$ cat config.mk
export PLATFORM = sky130hd
export DESIGN_NAME = prog_loader_crypt_flat
export DESIGN_NICKNAME = d
export VERILOG_FILES = /design/src/rtl/prog_loader_crypt_pkg.sv /design/src/rtl/prog_loader_crypt_if.sv /design/src/rtl/prog_loader_crypt_byte_asm.sv /design/src/rtl/prog_loader_crypt.sv /design/src/flat_wrapper.sv
export SDC_FILE = /design/constraint.sdc
export NUM_CORES = 1
export LEC_CHECK = 0
export ABC_AREA = 1
export CAP_MARGIN = 25
export CORE_UTILIZATION = 52
export DETAILED_ROUTE_END_ITERATION = 6
export GPL_ROUTABILITY_DRIVEN = 1
export PLACE_DENSITY = 0.8
export SETUP_SLACK_MARGIN = 0.3
export SYNTH_ARGS = -nofsm -noshare
export SYNTH_HDL_FRONTEND = slang
export SYNTH_SLANG_ARGS = --single-unit
$ cat constraint.sdc
create_clock -name clk_i -period 1.85 [get_ports clk_i]
set_input_delay 0.37 -clock clk_i [delete_from_list [all_inputs] [get_ports clk_i]]
set_output_delay 0.37 -clock clk_i [all_outputs]
set_load 0.02 [all_outputs]
$ cat src/rtl/prog_loader_crypt_pkg.sv
// prog_loader_crypt_pkg
//  Shared types and constants for the boot-time program loader.
//  - state_e      : loader FSM states
//  - KEY_IDX_W    : width of the key-ROM index
//  - LEN_W        : width of the frame word-count header
//  - accepts_rx() : states in which the loader takes input bytes
package prog_loader_crypt_pkg;

  localparam int KEY_IDX_W = 4;
  localparam int LEN_W     = 16;

  typedef enum logic [2:0] {
    ST_LEN0,
    ST_LEN1,
    ST_DATA,
    ST_KEY,
    ST_WRITE,
    ST_CHK,
    ST_DONE,
    ST_ERR
  } state_e;

  function automatic logic accepts_rx(state_e s);
    return (s inside {ST_LEN0, ST_LEN1, ST_DATA, ST_CHK});
  endfunction

endpackage

$ cat src/rtl/prog_loader_crypt_if.sv
// prog_loader_crypt_if
//  Groups the loader's bus-style connections:
//  - byte stream in  : rx_valid, rx_data, rx_ready (transfer = valid & ready)
//  - key ROM         : key_addr out, key_data in (synchronous ROM, 1-cycle latency)
//  - instruction RAM : imem_we, imem_addr (byte address), imem_wdata (encrypted word)
//  Modports:
//  - slave  : the loader itself
//  - master : the environment (byte source, key ROM, instruction RAM)
interface prog_loader_crypt_if;
  import prog_loader_crypt_pkg::*;

  logic                 rx_valid;
  logic [7:0]           rx_data;
  logic                 rx_ready;
  logic [KEY_IDX_W-1:0] key_addr;
  logic [31:0]          key_data;
  logic                 imem_we;
  logic [31:0]          imem_addr;
  logic [31:0]          imem_wdata;

  modport slave (
    input  rx_valid, rx_data, key_data,
    output rx_ready, key_addr, imem_we, imem_addr, imem_wdata
  );

  modport master (
    output rx_valid, rx_data, key_data,
    input  rx_ready, key_addr, imem_we, imem_addr, imem_wdata
  );

endinterface

$ cat src/rtl/prog_loader_crypt_byte_asm.sv
// prog_loader_crypt_byte_asm
//  Assembles little-endian 32-bit words from a byte stream and keeps a
//  running XOR of every byte it takes in.
//  Ports:
//  - clk_i, rst_i : clock, synchronous active-high reset
//  - byte_en      : byte_data is consumed this cycle
//  - byte_data    : incoming byte
//  - word         : assembled word (first byte received ends up in [7:0])
//  - word_valid   : high in the cycle the 4th byte of a word is consumed
//  - chk          : XOR of all bytes consumed since reset
module prog_loader_crypt_byte_asm (
  input  logic        clk_i,
  input  logic        rst_i,
  input  logic        byte_en,
  input  logic [7:0]  byte_data,
  output logic [31:0] word,
  output logic        word_valid,
  output logic [7:0]  chk
);

  logic [1:0]  byte_cnt;
  logic [31:0] word_q;
  logic [7:0]  chk_q;

  // New bytes enter at the top so that after four shifts the first byte of
  // the word sits in the least significant lane.
  always_ff @(posedge clk_i) begin
    if (rst_i) begin
      byte_cnt <= 2'd0;
      word_q   <= 32'd0;
      chk_q    <= 8'd0;
    end else if (byte_en) begin
      byte_cnt <= byte_cnt + 2'd1;
      word_q   <= {byte_data, word_q[31:8]};
      chk_q    <= chk_q ^ byte_data;
    end
  end

  assign word       = word_q;
  assign word_valid = byte_en && (byte_cnt == 2'd3);
  assign chk        = chk_q;

endmodule

$ cat src/rtl/prog_loader_crypt.sv
// prog_loader_crypt
//  Boot-time program loader. Receives a framed byte stream
//  (LEN_LO, LEN_HI, N x 4-byte LE words, optional checksum byte), encrypts
//  each word by XOR with the key-ROM word indexed by address bits
//  [KEY_LSB+3:KEY_LSB], writes it to instruction RAM and releases the CPU
//  only once the whole frame has been loaded correctly.
//  Configuration macro: LOADER_CHKSUM_EN -- when defined a checksum byte
//  (XOR of all plaintext payload bytes) follows the payload and a mismatch
//  sends the loader to ERR.
//  Ports:
//  - clk_i, rst_i : clock, synchronous active-high reset
//  - bus          : byte stream, key ROM and instruction RAM (slave modport)
//  - busy_o       : frame in progress (after LEN_LO, before DONE/ERR)
//  - done_o       : frame loaded, sticky until reset
//  - err_o        : frame rejected, sticky until reset
//  - cpu_run_o    : releases the core (drives its active-low reset)
module prog_loader_crypt
  import prog_loader_crypt_pkg::*;
#(
  parameter logic [31:0] BASE_ADDR = 32'h0,
  parameter int          MAX_WORDS = 64,
  parameter int          KEY_LSB   = 4
) (
  input  logic                clk_i,
  input  logic                rst_i,
  prog_loader_crypt_if.slave  bus,
  output logic                busy_o,
  output logic                done_o,
  output logic                err_o,
  output logic                cpu_run_o
);

  localparam logic [LEN_W-1:0] MAX_LEN = LEN_W'(MAX_WORDS);

`ifdef LOADER_CHKSUM_EN
  localparam state_e PAYLOAD_END = ST_CHK;
`else
  localparam state_e PAYLOAD_END = ST_DONE;
`endif

  state_e           state, state_nxt;
  logic [7:0]       len_lo;
  logic [LEN_W-1:0] word_total;
  logic [LEN_W-1:0] word_cnt;
  logic [LEN_W-1:0] word_cnt_inc;
  logic [LEN_W-1:0] hdr_len;
  logic [31:0]      addr_q;
  logic             rx_fire;
  logic [31:0]      asm_word;
  logic             asm_word_valid;
  logic [7:0]       payload_xor;

  assign rx_fire      = bus.rx_valid && bus.rx_ready;
  assign hdr_len      = {bus.rx_data, len_lo};
  assign word_cnt_inc = word_cnt + 16'd1;

  prog_loader_crypt_byte_asm u_byte_asm (
    .clk_i      (clk_i),
    .rst_i      (rst_i),
    .byte_en    (rx_fire && (state == ST_DATA)),
    .byte_data  (bus.rx_data),
    .word       (asm_word),
    .word_valid (asm_word_valid),
    .chk        (payload_xor)
  );

`ifndef LOADER_CHKSUM_EN
  logic unused_payload_xor;
  assign unused_payload_xor = ^payload_xor;
`endif

  always_ff @(posedge clk_i) begin
    if (rst_i) begin
      state <= ST_LEN0;
    end else begin
      state <= state_nxt;
    end
  end

  always_comb begin
    state_nxt = state;
    case (state)
      ST_LEN0: begin
        if (rx_fire) state_nxt = ST_LEN1;
      end
      ST_LEN1: begin
        if (rx_fire) begin
          if (hdr_len == '0) begin
            state_nxt = PAYLOAD_END;
          end else if (hdr_len > MAX_LEN) begin
            state_nxt = ST_ERR;
          end else begin
            state_nxt = ST_DATA;
          end
        end
      end
      ST_DATA: begin
        if (asm_word_valid) state_nxt = ST_KEY;
      end
      // The key ROM address is presented here; its data arrives in WRITE.
      ST_KEY: begin
        state_nxt = ST_WRITE;
      end
      ST_WRITE: begin
        state_nxt = (word_cnt_inc == word_total) ? PAYLOAD_END : ST_DATA;
      end
      ST_CHK: begin
`ifdef LOADER_CHKSUM_EN
        if (rx_fire) state_nxt = (bus.rx_data == payload_xor) ? ST_DONE : ST_ERR;
`else
        state_nxt = ST_ERR;
`endif
      end
      ST_DONE: state_nxt = ST_DONE;
      ST_ERR:  state_nxt = ST_ERR;
      default: state_nxt = ST_ERR;
    endcase
  end

  // Header capture and per-word address/count advance. The address is
  // allowed to wrap modulo 2^32.
  always_ff @(posedge clk_i) begin
    if (rst_i) begin
      len_lo     <= 8'd0;
      word_total <= '0;
      word_cnt   <= '0;
      addr_q     <= BASE_ADDR;
    end else begin
      if ((state == ST_LEN0) && rx_fire) len_lo <= bus.rx_data;
      if ((state == ST_LEN1) && rx_fire) word_total <= hdr_len;
      if (state == ST_WRITE) begin
        addr_q   <= addr_q + 32'd4;
        word_cnt <= word_cnt_inc;
      end
    end
  end

  assign bus.rx_ready   = accepts_rx(state);
  assign bus.key_addr   = addr_q[KEY_LSB +: KEY_IDX_W];
  assign bus.imem_addr  = addr_q;
  assign bus.imem_we    = (state == ST_WRITE);
  assign bus.imem_wdata = asm_word ^ bus.key_data;

  assign busy_o    = state inside {ST_LEN1, ST_DATA, ST_KEY, ST_WRITE, ST_CHK};
  assign done_o    = (state == ST_DONE);
  assign cpu_run_o = (state == ST_DONE);
  assign err_o     = (state == ST_ERR);

endmodule
$ cat src/flat_wrapper.sv
// flat-port wrapper written by rule: the top's interface ports become plain ports
module prog_loader_crypt_flat import prog_loader_crypt_pkg::*;
#(
  parameter logic [31:0] BASE_ADDR = 32'h0,
  parameter int          MAX_WORDS = 64,
  parameter int          KEY_LSB   = 4
)
  (clk_i, rst_i, busy_o, done_o, err_o, cpu_run_o, bus_rx_valid, bus_rx_data, bus_key_data, bus_rx_ready, bus_key_addr, bus_imem_we, bus_imem_addr, bus_imem_wdata);
  prog_loader_crypt_if bus_i ();
  input  logic clk_i;
  input  logic rst_i;
  output logic busy_o;
  output logic done_o;
  output logic err_o;
  output logic cpu_run_o;
  input wire logic [$bits(bus_i.rx_valid)-1:0] bus_rx_valid;
  input wire logic [$bits(bus_i.rx_data)-1:0] bus_rx_data;
  input wire logic [$bits(bus_i.key_data)-1:0] bus_key_data;
  output wire logic [$bits(bus_i.rx_ready)-1:0] bus_rx_ready;
  output wire logic [$bits(bus_i.key_addr)-1:0] bus_key_addr;
  output wire logic [$bits(bus_i.imem_we)-1:0] bus_imem_we;
  output wire logic [$bits(bus_i.imem_addr)-1:0] bus_imem_addr;
  output wire logic [$bits(bus_i.imem_wdata)-1:0] bus_imem_wdata;
  assign bus_i.rx_valid = bus_rx_valid;
  assign bus_i.rx_data = bus_rx_data;
  assign bus_i.key_data = bus_key_data;
  assign bus_rx_ready = bus_i.rx_ready;
  assign bus_key_addr = bus_i.key_addr;
  assign bus_imem_we = bus_i.imem_we;
  assign bus_imem_addr = bus_i.imem_addr;
  assign bus_imem_wdata = bus_i.imem_wdata;
  prog_loader_crypt #(.BASE_ADDR(BASE_ADDR), .MAX_WORDS(MAX_WORDS), .KEY_LSB(KEY_LSB)) u_core (.clk_i(clk_i), .rst_i(rst_i), .bus(bus_i), .busy_o(busy_o), .done_o(done_o), .err_o(err_o), .cpu_run_o(cpu_run_o));
endmodule
Fig. 1: wiring by layer
Scale bar: 20 um. Two of the layers only.
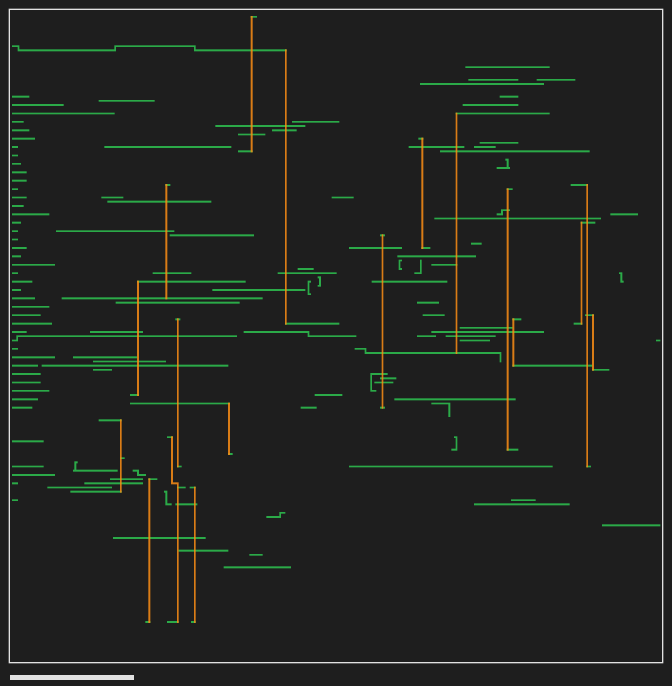
legend:
  orange:
    layer: metal 4
    wire_length: 427 um
  green:
    layer: metal 3
    wire_length: 1,050 um
Routed WL: 16,620 um
routed len/inst: 15.25 um

Fig. 2: signal metal coverage by tile
The die is cut into 21 by 21 equal tiles; white is low, dark blue is high, scaled to the fullest tile. Values are wire area over tile area, all layers added.
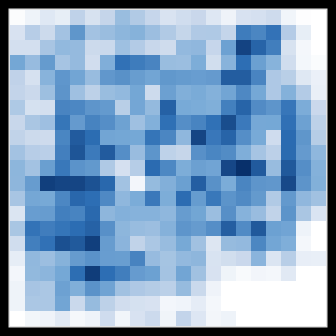
tiles over half the peak: 40%
nearly empty tiles: 6.8%
mean over tiles: 0.24
fullest tile: 0.58
emptiest ninth of the die: lower right
Total GRT Usage: 0.2803
via count: 6,020

Fig. 3: congestion heat map
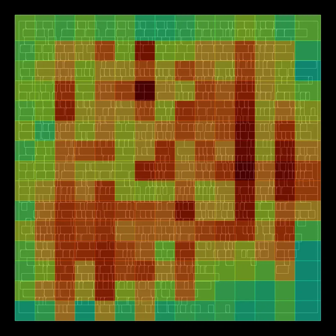
met2 GRT Util: 0.5014
met3 usage: 0.05318
grt peak-use layer: met2
final core occ: 0.7545

==> flow_summary.json <==
{
  "clock_area_frac": 0.02447,
  "die_h_um": 105.5,
  "finalPower_mw": 6.595,
  "violations": "negative setup slack",
  "synth-seq-area-share": 0.3847,
  "initialDrtViolationCount": 470,
  "yosys.area.top_type_share": 0.3847,
  "path_buffers": 0,
  "diodes": 0,
  "synth-seq-cells": 107,
  "final_area_sq_um": 7824,
  "buffers": 188,
  "core_sq_um": 10370,
  "synth-adder-area-share": 0.006742,
  "critPathSlowestCell": "dfxtp_4",
  "antenna_found_initial": 0,
  "pre_cts_ws_ps": -205.1,
  "synth-cells-yosys": 787,
  "pg_comb_mw": 2.37,
  "fmax_mhz": 540.2,
  "crit_path_max_incr_delay_ps": 410,
  "aoi_share": 0.1402,
  "hpwl_um": 10680,
  "largest_reg_flops": 32,
  "status": "finished, violations left",
  "synthCells": 787,
  "cp.required_ps": 2130,
  "first_global_vias": 5621,
  "leakagePower_nw": 3.526,
  "fillers": 738,
  "syn-cell-area_sq_um": 5568,
  "yosysChipArea_sq_um": 5568,
  "nClkBuffers": 10,
  "cp_cell_sequence": "nand2_4 > nor2_8 > nand2_2 > nor2_4 > nand2_4 > nor2_4 > nand2_2 > nor2_4 > nand4_1 > and3_1",
  "die_area_sq_um": 11130,
  "cts_made_buffers": 9,
  "cp-end-kind": "flop",
  "grt_max_degree": 56,
  "wl_met2_um": 8578,
  "cap_violations": 0,
  "cp_max_fo": 7,
  "chipWidth_um": 105.5,
  "fin_crit_ps": 1851,
  "comb_cells": 556,
  "topCellsByArea": "dfxtp_1, nand2_1, nand3_1, a21oi_1, xor2_1",
  "power_clock_mw": 1.46,
  "grt_pass1_wl_um": 25300,
  "peakVddDrop_mv": 0.6983,
  "mux_area_frac": 0,
  "setup_tns_ps": -1.228,
  "io_buffers": 114,
  "crit_path_start_kind": "flop",
  "flops": 107,
  "area_growth_syn_to_layout_pct": 40.52,
  "p_seq_mw": 2.77,
  "regArea_sq_um": 2205,
  "grt_remaining_overflow": 0,
  "whs_endpoint": "u_core.bus.imem_addr[13]",
  "postCtsSetupBuffers": 26,
  "gp_congestion": 0.9044,
  "setup-violations-final": 1,
  "pwr-share-comb": 0.359,
  "synth.distinct_cells": 43,
  "drive_gt1_frac": 0.2736,
  "power.switching_mw": 2.362,
  "r2r_start": "u_core.state[2]",
  "viasPerCell": 5.523,
  "placedCellCount": 1031,
  "final_cells": 1090,
  "cts_hold_buf": 0,
  "most-common-layout-cells": "nand2_1, buf_4, a21oi_1, inv_1, nand3_1",
  "cts_tree": "built",
  "worst_slack_ps": -1.228,
  "cts_resized": 248,
  "ys_sh_xor": 0.07169,
  "hp-class": "in -> reg",
  "reg2reg_slack_ps": -1,
  "whs_ps": 457.2,
  "edf_count": 0,
  "ys_sh_simple": 0.3031,
  "crit_start": "u_core.state[2]"
}
Power figures rest on the tool's default switching activity, not on a simulated workload.
